File: src/rtl/bike_meter_ctrl.sv
// Bicycle meter front panel: key debounce, measurement gate generator
// and the DIST/SPEED/SET_CIRC/CLEAR mode sequencer.
module bike_meter_ctrl #(
  parameter int GATE_CYCLES = 1000,
  parameter int DEB_CYCLES  = 20,
  parameter int CIRC_MIN    = 1,
  parameter int CIRC_MAX    = 15,
  parameter int CIRC_INIT   = 8
) (
  input  logic       clk,
  input  logic       rst,
  input  logic       key_mode,
  input  logic       key_up,
  input  logic       key_clr,
  output logic       gate,
  output logic       clr_n,
  output logic [3:0] circle,
  output logic [1:0] disp_sel,
  output logic       setting
);

  localparam int DW = $clog2(DEB_CYCLES + 1);
  localparam int GW = $clog2(GATE_CYCLES + 1);
  localparam int CW = $clog2(2 * GATE_CYCLES + 1);

  typedef enum logic [1:0] {
    S_DIST, S_SPEED, S_SET, S_CLEAR
  } state_t;

  logic [2:0]         raw;
  logic [2:0]         sync1_q, sync2_q;
  logic [2:0]         lvl_q, lvl_dly_q, press_q;
  logic [2:0][DW-1:0] deb_cnt_q;

  assign raw = {key_clr, key_up, key_mode};

  always_ff @(posedge clk or posedge rst) begin
    if (rst) begin
      sync1_q   <= '0;
      sync2_q   <= '0;
      lvl_q     <= '0;
      lvl_dly_q <= '0;
      press_q   <= '0;
      deb_cnt_q <= '0;
    end else begin
      sync1_q   <= raw;
      sync2_q   <= sync1_q;
      lvl_dly_q <= lvl_q;
      press_q   <= lvl_q & ~lvl_dly_q;
      for (int i = 0; i < 3; i++) begin
        if (sync2_q[i] != lvl_q[i]) begin
          if (deb_cnt_q[i] == DW'(DEB_CYCLES - 1)) begin
            lvl_q[i]     <= ~lvl_q[i];
            deb_cnt_q[i] <= '0;
          end else begin
            deb_cnt_q[i] <= deb_cnt_q[i] + 1'b1;
          end
        end else begin
          deb_cnt_q[i] <= '0;
        end
      end
    end
  end

  logic          p_mode, p_up, p_clr;
  assign p_mode = press_q[0];
  assign p_up   = press_q[1];
  assign p_clr  = press_q[2];

  // Free-running gate; never restarted by mode changes or CLEAR
  logic [GW-1:0] gcnt_q;
  logic          gate_q;

  always_ff @(posedge clk or posedge rst) begin
    if (rst) begin
      gcnt_q <= '0;
      gate_q <= 1'b0;
    end else if (gcnt_q == GW'(GATE_CYCLES - 1)) begin
      gcnt_q <= '0;
      gate_q <= ~gate_q;
    end else begin
      gcnt_q <= gcnt_q + 1'b1;
    end
  end

  state_t        state_q, ret_q;
  logic [CW-1:0] ccnt_q;
  logic          clr_n_q, set_q;
  logic [3:0]    circle_q;
  logic [1:0]    disp_q;

  always_ff @(posedge clk or posedge rst) begin
    if (rst) begin
      state_q  <= S_DIST;
      ret_q    <= S_DIST;
      ccnt_q   <= '0;
      clr_n_q  <= 1'b1;
      set_q    <= 1'b0;
      circle_q <= 4'(CIRC_INIT);
      disp_q   <= 2'd0;
    end else begin
      unique case (state_q)
        S_DIST: begin
          if (p_clr) begin
            state_q <= S_CLEAR;
            ret_q   <= S_DIST;
            ccnt_q  <= '0;
            clr_n_q <= 1'b0;
          end else if (p_mode) begin
            state_q <= S_SPEED;
            disp_q  <= 2'd1;
          end
        end
        S_SPEED: begin
          if (p_clr) begin
            state_q <= S_CLEAR;
            ret_q   <= S_SPEED;
            ccnt_q  <= '0;
            clr_n_q <= 1'b0;
          end else if (p_mode) begin
            state_q <= S_SET;
            disp_q  <= 2'd2;
            set_q   <= 1'b1;
          end
        end
        S_SET: begin
          if (p_mode) begin
            state_q <= S_DIST;
            disp_q  <= 2'd0;
            set_q   <= 1'b0;
          end else if (p_up) begin
            circle_q <= (circle_q >= 4'(CIRC_MAX)) ?
                        4'(CIRC_MIN) : circle_q + 4'd1;
          end
        end
        S_CLEAR: begin
          // presses are dropped here; disp_sel keeps the left state's value
          if (ccnt_q == CW'(2 * GATE_CYCLES - 1)) begin
            state_q <= ret_q;
            clr_n_q <= 1'b1;
          end else begin
            ccnt_q <= ccnt_q + 1'b1;
          end
        end
        default: state_q <= S_DIST;
      endcase
    end
  end

  assign gate     = gate_q;
  assign clr_n    = clr_n_q;
  assign circle   = circle_q;
  assign disp_sel = disp_q;
  assign setting  = set_q;

endmodule

File: config.mk
export PLATFORM = sky130hd
export DESIGN_NAME = bike_meter_ctrl
export DESIGN_NICKNAME = d
export VERILOG_FILES = /design/src/rtl/bike_meter_ctrl.sv
export SDC_FILE = /design/constraint.sdc
export NUM_CORES = 1
export LEC_CHECK = 0
export ABC_AREA = 1
export CAP_MARGIN = 20
export CELL_PAD_IN_SITES_DETAIL_PLACEMENT = 1
export CELL_PAD_IN_SITES_GLOBAL_PLACEMENT = 1
export CORE_MARGIN = 2
export CORE_UTILIZATION = 41
export DETAILED_ROUTE_END_ITERATION = 10
export PLACE_DENSITY = 0.81
export SLEW_MARGIN = 0
export SYNTH_ARGS = -nofsm -noshare
export SYNTH_HDL_FRONTEND = slang
export SYNTH_SLANG_ARGS = --single-unit
File: constraint.sdc
create_clock -name clk -period 2.2 [get_ports clk]
set_clock_uncertainty 0.2 [all_clocks]
set_input_delay 0.44 -clock clk [delete_from_list [all_inputs] [get_ports clk]]
set_output_delay 0.44 -clock clk [all_outputs]
set_load 0.01 [all_outputs]
==> metrics.csv, run 1 <==
stage,metric,value,unit
outcome,result of the run,"complete, no violations",
routing,WL final,6360,um
die,I/O pins,14,
grt,vias in the first global route,2451,
power,Logic pwr share,17.1,%
clock_tree,"Hold-fix buffers, CTS",0,
critical_path,"slowest stage delay, CP",0.56,ns
layout,max reg flops,15,
power,Power Clock,1.01,mW
critical_path,Crit. path cell count,1,
critical_path,"slowest stage cell, crit path",dfstp_2,
routing,via count,2263,
logic_synthesis,Mapped Cells,342,
power,P_leak,1.73,nW
die,DIE HEIGHT,89.0,um
layout,most frequent cells in the layout,"93 x nand2_1, 61 x dfrtp_1, 42 x inv_1, 42 x nor2_1, 21 x nand3_1",
timing,setup TNS,0,ns
clock_tree,CTS root buf,clkbuf_8,
logic_synthesis,ys cells,342,
logic_synthesis,list of most frequent post-synthesis cells,"93 x nand2_1, 61 x dfrtp_1, 43 x inv_1",
clock_tree,Resize count post-CTS,0,
clock_tree,H-tree Lvls,3,
layout,filler instances,855,
timing,worst slew pin tran,0.345,ns
job,Max-Cap Viols,0,
power,Worst VDD drop,0.385,mV
logic_synthesis,"FA/HA/MAJ Cells, Area Fraction",5.07,%
logic_synthesis,largest area contributor in the netlist,dfrtp_1,
critical_path,Startpoint Class,register,
min_path,Hold Crit Endpoint,sync2_q[0],
die,die area,7920,um^2
power,Net Sw Frac,30.6,%
timing,Final Max Tran Viols,0,
grt,Total GRT Usage,18.0,%
grt,largest net degree at the start of global routing,38,
timing,worst setup margin,0.120,ns
min_path,HP Class,reg -> reg,
logic_synthesis,xor+xnor area frac,5.03,%
critical_path,Worst Setup EP,circle[3],
power,sequential power share,46.2,%
place,DP Area,3230,um^2
power,P_sw,844,uW
critical_path,CP top delay family,flip-flops,
logic_synthesis,dominant cell by count in the synthesized netlist,nand2_1,
place,DP Wirelength,4500,um
clock_tree,worst-skew pair later-pin latency,0.34,ns
power,Pwr Total,2.75,mW
critical_path,worst path required time,1.56,ns
clock_tree,CTS tree,built,
power,Clk network pwr share,36.7,%
layout,most numerous logic cell after layout,nand2_1,
timing,maximum clock frequency,0.481,GHz
clock_tree,"Reg clk slew, reported paths",0.08,ns
logic_synthesis,"Avg Cell Area, Syn",8.66,um^2
routing,initial drt markers,72,
logic_synthesis,biggest area cells,"dfrtp_1 52%, nand2_1 12%, inv_1 5.5%",
critical_path,"Data arrival, critical path",1.44,ns
timing,Final period util,94.5,%
min_path,HP Start,sync1_q[0],
critical_path,worst r2r src,state_q[1],
layout,layout cells sized above 1,9.16,%
layout,area grow syn2layout,15.7,%
==> run 1: layout make-up <==
| class | count | area (um^2) | share of cell area, % |
|---|---|---|---|
| repair buffers | 16 | 178 | 5.19 |
| clock inverters | 7 | 72.6 | 2.12 |
| multi-input cells | 231 | 1180 | 34.4 |
| well taps | 96 | 120 | 3.51 |
| inverters | 45 | 173 | 5.04 |
| clock buffers | 9 | 124 | 3.62 |
| flip-flops and latches | 63 | 1580 | 46.1 |
==> run 1: worst register-to-register path: cells and delay by family (launching register included) <==
family        cells  cell delay (ns)
fa+ha+maj         1             0.25
flops             1             0.45
simple gates      6             0.59
buf+inv           3             0.35
==> run 1: metal layers <==
layer,global-route usage [%],vias up,share of wire [%]
li1,-,1115,-
met4,7.19,0,1.3
met3,4.43,10,2.0
met2,32.3,24,53
met1,20.7,1114,43
met5,0,-,0
==> run_1/cell_classes.png <==
Fill, decap, tap and diode cells in grey.
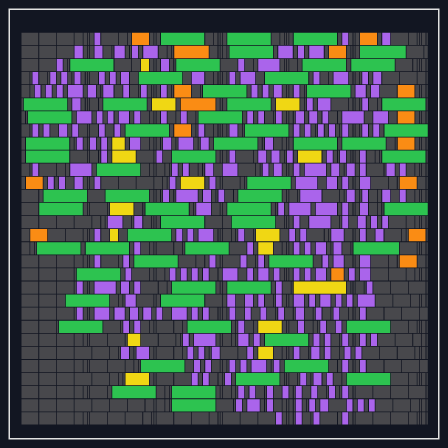
| colour | class | cells | share of their area |
|---|---|---|---|
| purple | all other logic | 276 | 41% |
| yellow | clock drivers and dummy loads | 16 | 5.9% |
| orange | other buffers and delay cells | 16 | 5.4% |
| green | flip-flops | 63 | 48% |

==> run_1/met2.png <==
Cells faint in the background.
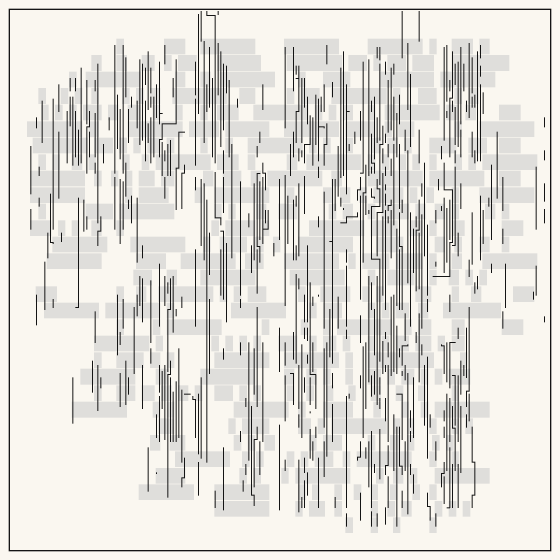
main direction: vertical
nets with wire on the layer: 325
longest straight run: 43.2 um

==> run_1/final_placement.png <==
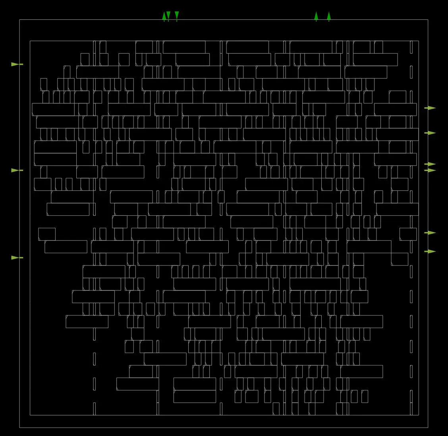
final sequential cell count: 63
Layout Cells excl Fill: 467
CORE AREA: 6910 um^2
final core occ: 49.6%

==> run_1/met3.png <==
Scale bar: 20 um.
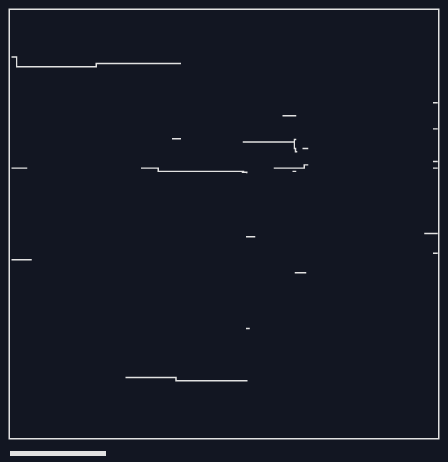

--- run 2 (diff from run 1) ---
--- a/config.mk
+++ b/config.mk
@@ -10,9 +10,11 @@
 export CELL_PAD_IN_SITES_DETAIL_PLACEMENT = 1
 export CELL_PAD_IN_SITES_GLOBAL_PLACEMENT = 1
 export CORE_MARGIN = 2
-export CORE_UTILIZATION = 41
+export CORE_UTILIZATION = 43
+export CTS_BUF_LIST = sky130_fd_sc_hd__clkbuf_4 sky130_fd_sc_hd__clkbuf_8
+export CTS_CLUSTER_SIZE = 16
 export DETAILED_ROUTE_END_ITERATION = 10
-export PLACE_DENSITY = 0.81
+export PLACE_DENSITY = 0.84
 export SLEW_MARGIN = 0
 export SYNTH_ARGS = -nofsm -noshare
 export SYNTH_HDL_FRONTEND = slang
==> run_2/met3.png <==
Scale bar: 20 um.
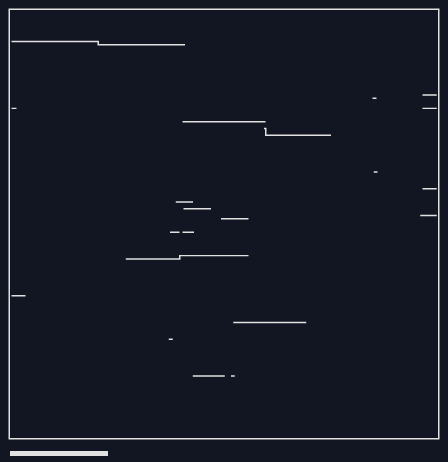
main direction: horizontal
longest straight run: 17.5 um
wire length on this layer: 145 um
share of all routed wire: 2.2%
nets with wire on the layer: 11

==> run 2 against run 1 <==
Flip-flop count stayed put. Worst hold slack worse by 0.0038 ns. Synthesized cell count did not move. Maximum frequency up 0.13%. Global-route usage increased by 1.6 points. Via count grew 0.13%.
==> metrics.csv, run 2 <==
stage,metric,value,unit,change
die,DIE HEIGHT,87.0,um,-2.2%
layout,Inserted Diodes,0,,
timing,min Tclk post-route,2.08,ns,
routing,DRC viols,0,,
place,DP Wirelength,4490,um,-0.25%
place,Place WS,0.351,ns,
critical_path,"critical path, cell by cell",clkdlybuf4s50_1,,
logic_synthesis,"Registers, synthesis",63,,
critical_path,worst flop-to-flop path endpoint,ccnt_q[10],,
critical_path,"slowest stage delay, CP",0.56,ns,about the same
critical_path,Crit Path Class,reg -> out,,
die,I/O pins,14,,unchanged
layout,area grow syn2layout,15.5,%,
logic_synthesis,Mapped Cells,342,,unchanged
die,initial core utilization,44.1,%,
layout,final core occ,50.9,%,+1.3 points
routing,Via density,5.04,,
layout,layout cells sized above 1,8.92,%,-0.25 points
clock_tree,H-tree Lvls,3,,unchanged
grt,Total GRT Usage,19.7,%,+1.6 points
clock_tree,setup bufs post-CTS,0,,
routing,Max Used Layer,met4,,
clock_tree,"Reg clk slew, reported paths",0.07,ns,about the same
clock_tree,total CTS buffers,9,,
logic_synthesis,"Seq/Total Area, Yosys",53.3,%,
logic_synthesis,yosys warns,0,,
logic_synthesis,largest area contributor in the netlist,dfrtp_1,,
timing,WHS,0.149,ns,
clock_tree,worst-skew pair later-pin latency,0.34,ns,about the same
critical_path,"slowest stage cell, crit path",dfstp_2,,
clock_tree,"Hold-fix buffers, CTS",0,,unchanged
logic_synthesis,YS chip area,2960,um^2,
critical_path,CP endpoint kind,output pin,,
power,Net Sw Frac,27.7,%,-2.9 points
power,Clk network pwr share,39.7,%,+3.0 points
critical_path,Crit. path cell count,1,,unchanged
critical_path,worst path bufs/invs,1,,
critical_path,R2R setup slack,0.31,ns,
routing,WL/cell,14.6,um,
routing,WL met3,145,um,+12%
power,P_leak,1.74,nW,+0.38%
layout,Final nets,382,,
routing,Post-DRT Antenna Nets,0,,
grt,vias in the first global route,2484,,+1.3%
critical_path,CP Max Fanout,4,,
power,Seq. pwr,1.28,mW,
timing,setup violators final,0,,
critical_path,worst r2r src,state_q[0],,
logic_synthesis,"Avg Cell Area, Syn",8.66,um^2,unchanged
min_path,Hold Crit Endpoint,sync2_q[0],,
logic_synthesis,"EDFF count, synth",0,,
power,Comb power,460,uW,
min_path,HP Start,sync1_q[0],,
critical_path,"Data arrival, critical path",1.44,ns,about the same
grt,GR Layer Usage met1,21.7,%,+1.0 points
logic_synthesis,Synth Cell Area,2960,um^2,
layout,most numerous logic cell after layout,nand2_1,,
clock_tree,Resize count post-CTS,0,,unchanged
layout,most frequent cells in the layout,"93 x nand2_1, 61 x dfrtp_1, 42 x inv_1, 42 x nor2_1, 21 x nand3_1",,
clock_tree,CTS Buffer Depth,2,,
timing,Final period util,94.4,%,-0.13 points
logic_synthesis,ys cells,342,,unchanged
die,Die Width,87.0,um,
critical_path,CP top delay family,flip-flops,,
grt,first-pass GRT wire length,11400,um,
layout,Regs by FF count,"deb_cnt_q x15, ccnt_q x11, gcnt_q x10",,
layout,Top reg by flops,deb_cnt_q,,
grt,routing usage on met3,4.83,%,+0.40 points
timing,worst slew pin tran,0.381,ns,+0.0358 ns
critical_path,Startpoint Class,register,,
power,Pint,2.08,mW,
routing,wl on met1,2690,um,-2.7%
min_path,HP Class,reg -> reg,,
die,cell row count,30,,
power,Logic pwr share,16.0,%,-1.1 points
routing,initial drt markers,66,,-8.3%
grt,met2 Resource Use GR,35.3,%,+3.0 points
layout,final instance area,3420,um^2,
timing,RSZ-0062 raised after global routing,false,,
timing,Final Max Tran Viols,0,,unchanged
logic_synthesis,Synth top area share,51.6,%,
place,dpl cells,434,,
die,CORE AREA,6720,um^2,-2.7%
critical_path,crit path launch,circle[3],,
power,P_sw,797,uW,-5.6%
routing,WL final,6560,um,+3.1%
logic_synthesis,dominant cell by count in the synthesized netlist,nand2_1,,
min_path,Hold Path Depth,0,,
routing,router iterations before antenna repair,2,,
critical_path,Worst Setup EP,circle[3],,
critical_path,worst path required time,1.56,ns,about the same
power,Worst VDD drop,0.451,mV,+17%
routing,met2 wire len,3570,um,+5.6%
routing,via count,2266,,+0.13%
power,Top pwr grp,registers,,
place,GPL Wtd Cong,0.854,,
power,Power Clock,1.14,mW,+10%
timing,setup TNS,0,ns,unchanged
logic_synthesis,Unique masters post-synth,25,,
job,Max-Cap Viols,0,,unchanged
power,Pwr Total,2.88,mW,+4.5%
outcome,result of the run,"complete, no violations",,
logic_synthesis,async set-or-reset flop fraction in the synthesized netlist,100,%,
place,I/O Buffers,13,,
die,die area,7560,um^2,-4.4%
logic_synthesis,list of most frequent post-synthesis cells,"93 x nand2_1, 61 x dfrtp_1, 43 x inv_1",,
clock_tree,CTS tree,built,,
logic_synthesis,biggest area cells,"dfrtp_1 52%, nand2_1 12%, inv_1 5.5%",,
grt,GRT overflow,0,,
layout,max reg flops,15,,unchanged
job,OpenROAD warnings,31,,
place,DP Area,3190,um^2,-1.2%
layout,Layout Cells excl Fill,450,,-3.6%
grt,busiest layer in global routing,met2,,
critical_path,worst r2r path cells,10,,
clock_tree,CTS root buf,clkbuf_8,,
timing,maximum clock frequency,0.481,GHz,+0.13%
power,sequential power share,44.3,%,-1.9 points
grt,largest net degree at the start of global routing,64,,+68%
timing,Hold Fails Final Rpt,0,,
power,PwrDens,841,nW/um^2,
timing,worst setup margin,0.123,ns,+0.00279 ns
logic_synthesis,syn_nets,359,,
[run 2: cell counts after synthesis]
Identical to the previous run, type by type.
[run 2: kinds of logic (layout without fill, tap and decap cells)]
| family | Yosys count | count (layout) | share of synthesized area (%) |
|---|---|---|---|
| AND-OR/OR-AND | 23 | 23 | 4.18 |
| XOR/XNOR | 17 | 17 | 5.03 |
| AND/OR/NAND/NOR | 179 | 179 | 25.5 |
| buffers and inverters | 48 | 76 | 6.85 |
| flip-flops | 63 | 63 | 53.3 |
| adder cells (fa/ha/maj) | 12 | 12 | 5.07 |
[run 2: cell type report]
type / count / area, um^2
sequential: 63 / 1580
inverter: 45 / 173
clock inverter: 5 / 80.1
tap: 80 / 100
clock buffer: 11 / 151
multi-input combinational: 231 / 1180
fill: 790 / 3300
timing repair buffer: 15 / 158
==> run_2/cell_classes.png <==
Fill, decap, tap and diode cells in grey.
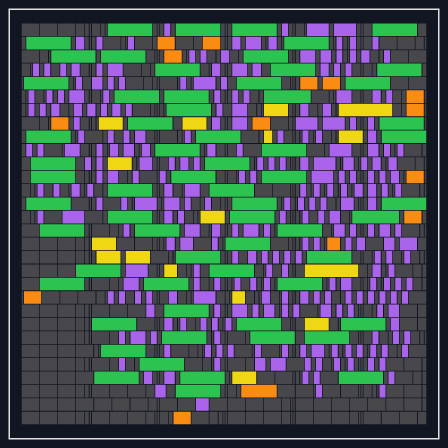

--- run 3 (diff from run 2) ---
--- a/config.mk
+++ b/config.mk
@@ -11,10 +11,10 @@
 export CELL_PAD_IN_SITES_GLOBAL_PLACEMENT = 1
 export CORE_MARGIN = 2
 export CORE_UTILIZATION = 43
-export CTS_BUF_LIST = sky130_fd_sc_hd__clkbuf_4 sky130_fd_sc_hd__clkbuf_8
+export CTS_BUF_LIST = sky130_fd_sc_hd__clkbuf_4
 export CTS_CLUSTER_SIZE = 16
 export DETAILED_ROUTE_END_ITERATION = 10
-export PLACE_DENSITY = 0.84
+export PLACE_DENSITY_LB_ADDON = 0.1
 export SLEW_MARGIN = 0
 export SYNTH_ARGS = -nofsm -noshare
 export SYNTH_HDL_FRONTEND = slang
==> run_3/cell_classes.png <==
Fill, decap, tap and diode cells in grey.
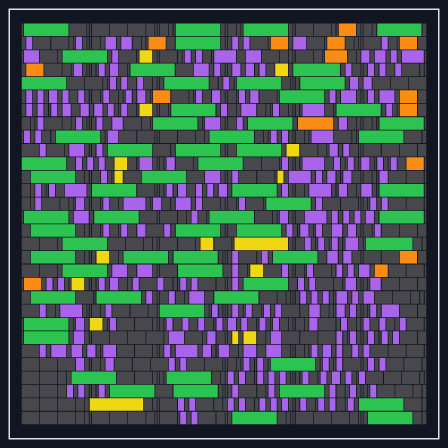
| colour | class | cells | share of their area |
|---|---|---|---|
| purple | all other logic | 276 | 42% |
| orange | other buffers and delay cells | 15 | 4.9% |
| yellow | clock drivers and dummy loads | 16 | 4.8% |
| green | flip-flops | 63 | 49% |

==> run 3 against run 2 <==
Die size did not move. Sequential share of layout area is 1.0 points higher. Total power down 9.9%. First-iteration DRC count down 3.0%. Maximum frequency down 0.68%. Global-route usage is 3.0 points lower. Clock power is 23% lower. Critical path depth is the same. Largest cell class unchanged. Highest routed layer unchanged.
==> metrics.csv, run 3 <==
stage,metric,value,unit,change
routing,DRC viols,0,,unchanged
clock_tree,CTS tree,built,,
critical_path,Startpoint Class,register,,
timing,setup violators final,0,,unchanged
critical_path,Worst Setup EP,clr_n,,
grt,first-pass GRT wire length,9670,um,-15%
layout,Layout Cells excl Fill,450,,unchanged
grt,GR Layer Usage met1,20.8,%,-0.87 points
logic_synthesis,Synth Cell Area,2960,um^2,unchanged
critical_path,worst r2r src,state_q[1],,
critical_path,worst path bufs/invs,1,,unchanged
power,P_sw,735,uW,-7.8%
critical_path,CP top delay family,flip-flops,,
routing,WL/cell,12.3,um,-15%
outcome,result of the run,"complete, no violations",,
clock_tree,total CTS buffers,9,,unchanged
routing,Post-DRT Antenna Nets,0,,unchanged
place,I/O Buffers,13,,unchanged
routing,via count,2179,,-3.8%
layout,Top reg by flops,deb_cnt_q,,
routing,Max Used Layer,met4,,
layout,most frequent cells in the layout,"93 x nand2_1, 61 x dfrtp_1, 42 x inv_1, 42 x nor2_1, 21 x nand3_1",,
power,Logic pwr share,17.1,%,+1.1 points
logic_synthesis,Unique masters post-synth,25,,unchanged
logic_synthesis,"Registers, synthesis",63,,unchanged
layout,Final nets,382,,unchanged
grt,met2 Resource Use GR,26.7,%,-8.5 points
routing,wl on met1,2680,um,-0.26%
critical_path,worst path required time,1.56,ns,about the same
grt,initial antenna violation count,0,,
layout,area grow syn2layout,13.0,%,
power,Clk network pwr share,34.0,%,-5.7 points
critical_path,CP Max Fanout,2,,-2
timing,maximum clock frequency,0.478,GHz,-0.68%
layout,Inserted Diodes,0,,unchanged
grt,GRT overflow,0,,unchanged
die,die area,7560,um^2,unchanged
critical_path,"critical path, cell by cell",clkdlybuf4s50_1,,
timing,RSZ-0062 raised after global routing,false,,
power,sequential power share,49.0,%,+4.7 points
logic_synthesis,list of most frequent post-synthesis cells,"93 x nand2_1, 61 x dfrtp_1, 43 x inv_1",,
die,I/O pins,14,,unchanged
critical_path,crit path launch,clr_n,,
critical_path,Crit Path Class,reg -> out,,
min_path,HP Class,in -> async,,
timing,setup TNS,0,ns,unchanged
place,Place WS,0.362,ns,+0.0111 ns
layout,final core occ,49.8,%,-1.1 points
timing,worst setup margin,0.109,ns,-0.0141 ns
critical_path,"Data arrival, critical path",1.45,ns,about the same
grt,Total GRT Usage,16.6,%,-3.0 points
routing,router iterations before antenna repair,3,,+1
grt,largest net degree at the start of global routing,52,,-19%
power,Worst VDD drop,0.436,mV,-3.3%
clock_tree,"Reg clk slew, reported paths",0.11,ns,+0.04 ns
critical_path,worst r2r path cells,10,,unchanged
critical_path,CP endpoint kind,output pin,,
layout,Regs by FF count,"deb_cnt_q x15, ccnt_q x11, gcnt_q x10",,
logic_synthesis,yosys warns,0,,unchanged
routing,WL met3,116,um,-20%
timing,WHS,0.136,ns,-0.0131 ns
timing,min Tclk post-route,2.09,ns,+0.0141 ns
critical_path,worst flop-to-flop path endpoint,ccnt_q[10],,
logic_synthesis,biggest area cells,"dfrtp_1 52%, nand2_1 12%, inv_1 5.5%",,
logic_synthesis,ys cells,342,,unchanged
layout,layout cells sized above 1,8.38,%,-0.54 points
routing,WL final,5560,um,-15%
layout,final instance area,3350,um^2,-2.2%
die,Die Width,87.0,um,unchanged
place,DP Area,3190,um^2,unchanged
layout,max reg flops,15,,unchanged
die,cell row count,30,,unchanged
clock_tree,CTS root buf,clkbuf_4,,
critical_path,Crit. path cell count,1,,unchanged
critical_path,"slowest stage delay, CP",0.54,ns,-0.02 ns
logic_synthesis,"Avg Cell Area, Syn",8.66,um^2,unchanged
timing,Final Max Tran Viols,0,,unchanged
routing,Via density,4.84,,-3.8%
die,initial core utilization,44.1,%,unchanged
timing,Final period util,95.1,%,+0.64 points
clock_tree,worst-skew pair later-pin latency,0.40,ns,+0.06 ns
die,CORE AREA,6720,um^2,unchanged
clock_tree,clk sink count,63,,
logic_synthesis,"Seq/Total Area, Yosys",53.3,%,unchanged
timing,worst slew pin tran,0.373,ns,-0.00827 ns
power,Power Clock,881,uW,-23%
power,Net Sw Frac,28.3,%,+0.64 points
grt,routing usage on met3,3.41,%,-1.4 points
power,PwrDens,775,nW/um^2,-7.9%
place,GPL Wtd Cong,0.760,,-11%
logic_synthesis,largest area contributor in the netlist,dfrtp_1,,
logic_synthesis,"EDFF count, synth",0,,unchanged
timing,Hold Fails Final Rpt,0,,unchanged
critical_path,"slowest stage cell, crit path",dfstp_2,,
power,Pwr Total,2.59,mW,-9.9%
routing,met2 wire len,2630,um,-26%
place,DP Wirelength,4000,um,-11%
job,Max-Cap Viols,0,,unchanged
place,dpl cells,434,,unchanged
clock_tree,H-tree Lvls,3,,unchanged
grt,vias in the first global route,2174,,-12%
power,Seq. pwr,1.27,mW,about the same
power,P_leak,1.73,nW,-0.40%
job,OpenROAD warnings,31,,unchanged
critical_path,R2R setup slack,0.34,ns,+0.03 ns
logic_synthesis,YS chip area,2960,um^2,unchanged
logic_synthesis,async set-or-reset flop fraction in the synthesized netlist,100,%,unchanged
power,Top pwr grp,registers,,
die,DIE HEIGHT,87.0,um,unchanged
grt,busiest layer in global routing,met2,,
power,Pint,1.86,mW,-11%
logic_synthesis,dominant cell by count in the synthesized netlist,nand2_1,,
logic_synthesis,syn_nets,359,,unchanged
clock_tree,CTS Buffer Depth,2,,unchanged
layout,most numerous logic cell after layout,nand2_1,,
[run 3: cell counts after synthesis]
No cell type changed its count.
[run 3: logic make-up (layout without fill, tap and decap cells)]
logic type,Yosys count,after routing,synth area share (%)
buffers and inverters,48,76,6.85
and+or+nand+nor,179,179,25.5
xor gates and xnor gates,17,17,5.03
adders and majority gates,12,12,5.07
DFF,63,63,53.3
AOI/OAI and AO/OA,23,23,4.18
[run 3: timing repair]
item,CTS,global route
hold buffers,0,0
gates resized,0,1
endpoints found under the setup margin,0,1
buffers inserted,0,0
[run 3: layout make-up]
cell class | instances | area, um^2
Clock buffer | 11 | 82.6
Clock inverter | 5 | 72.6
Fill cell | 806 | 3370
Inverter | 45 | 173
Multi-Input combinational cell | 231 | 1180
Sequential cell | 63 | 1580
Tap cell | 80 | 100
Timing Repair Buffer | 15 | 160

==> layout pictures side by side <==
Nets reached from selected ports.
panel A
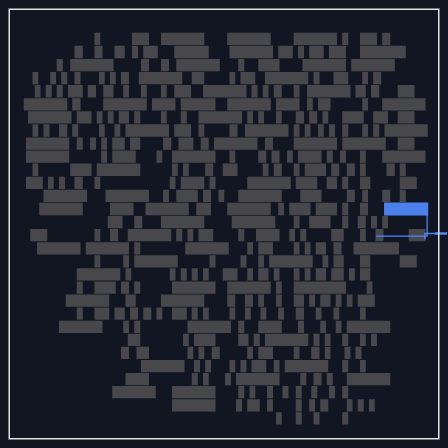
panel B
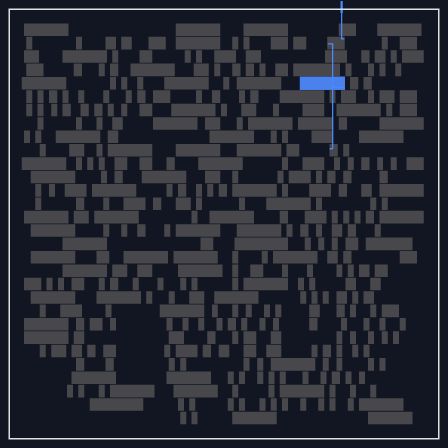
panel C
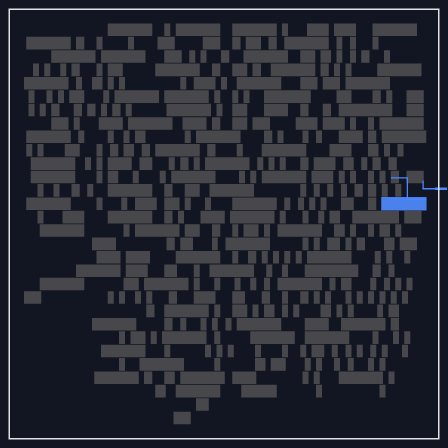
run 3 -> panel B
run 1 -> panel A
run 2 -> panel C

Key to panel B:
| colour | port | bits | direction | edge | end cells | buffers | wire |
|---|---|---|---|---|---|---|---|
| blue | setting | 1 | output | top | 1 | 1 | 31.2 um |

Power and IR drop assume default switching activity.
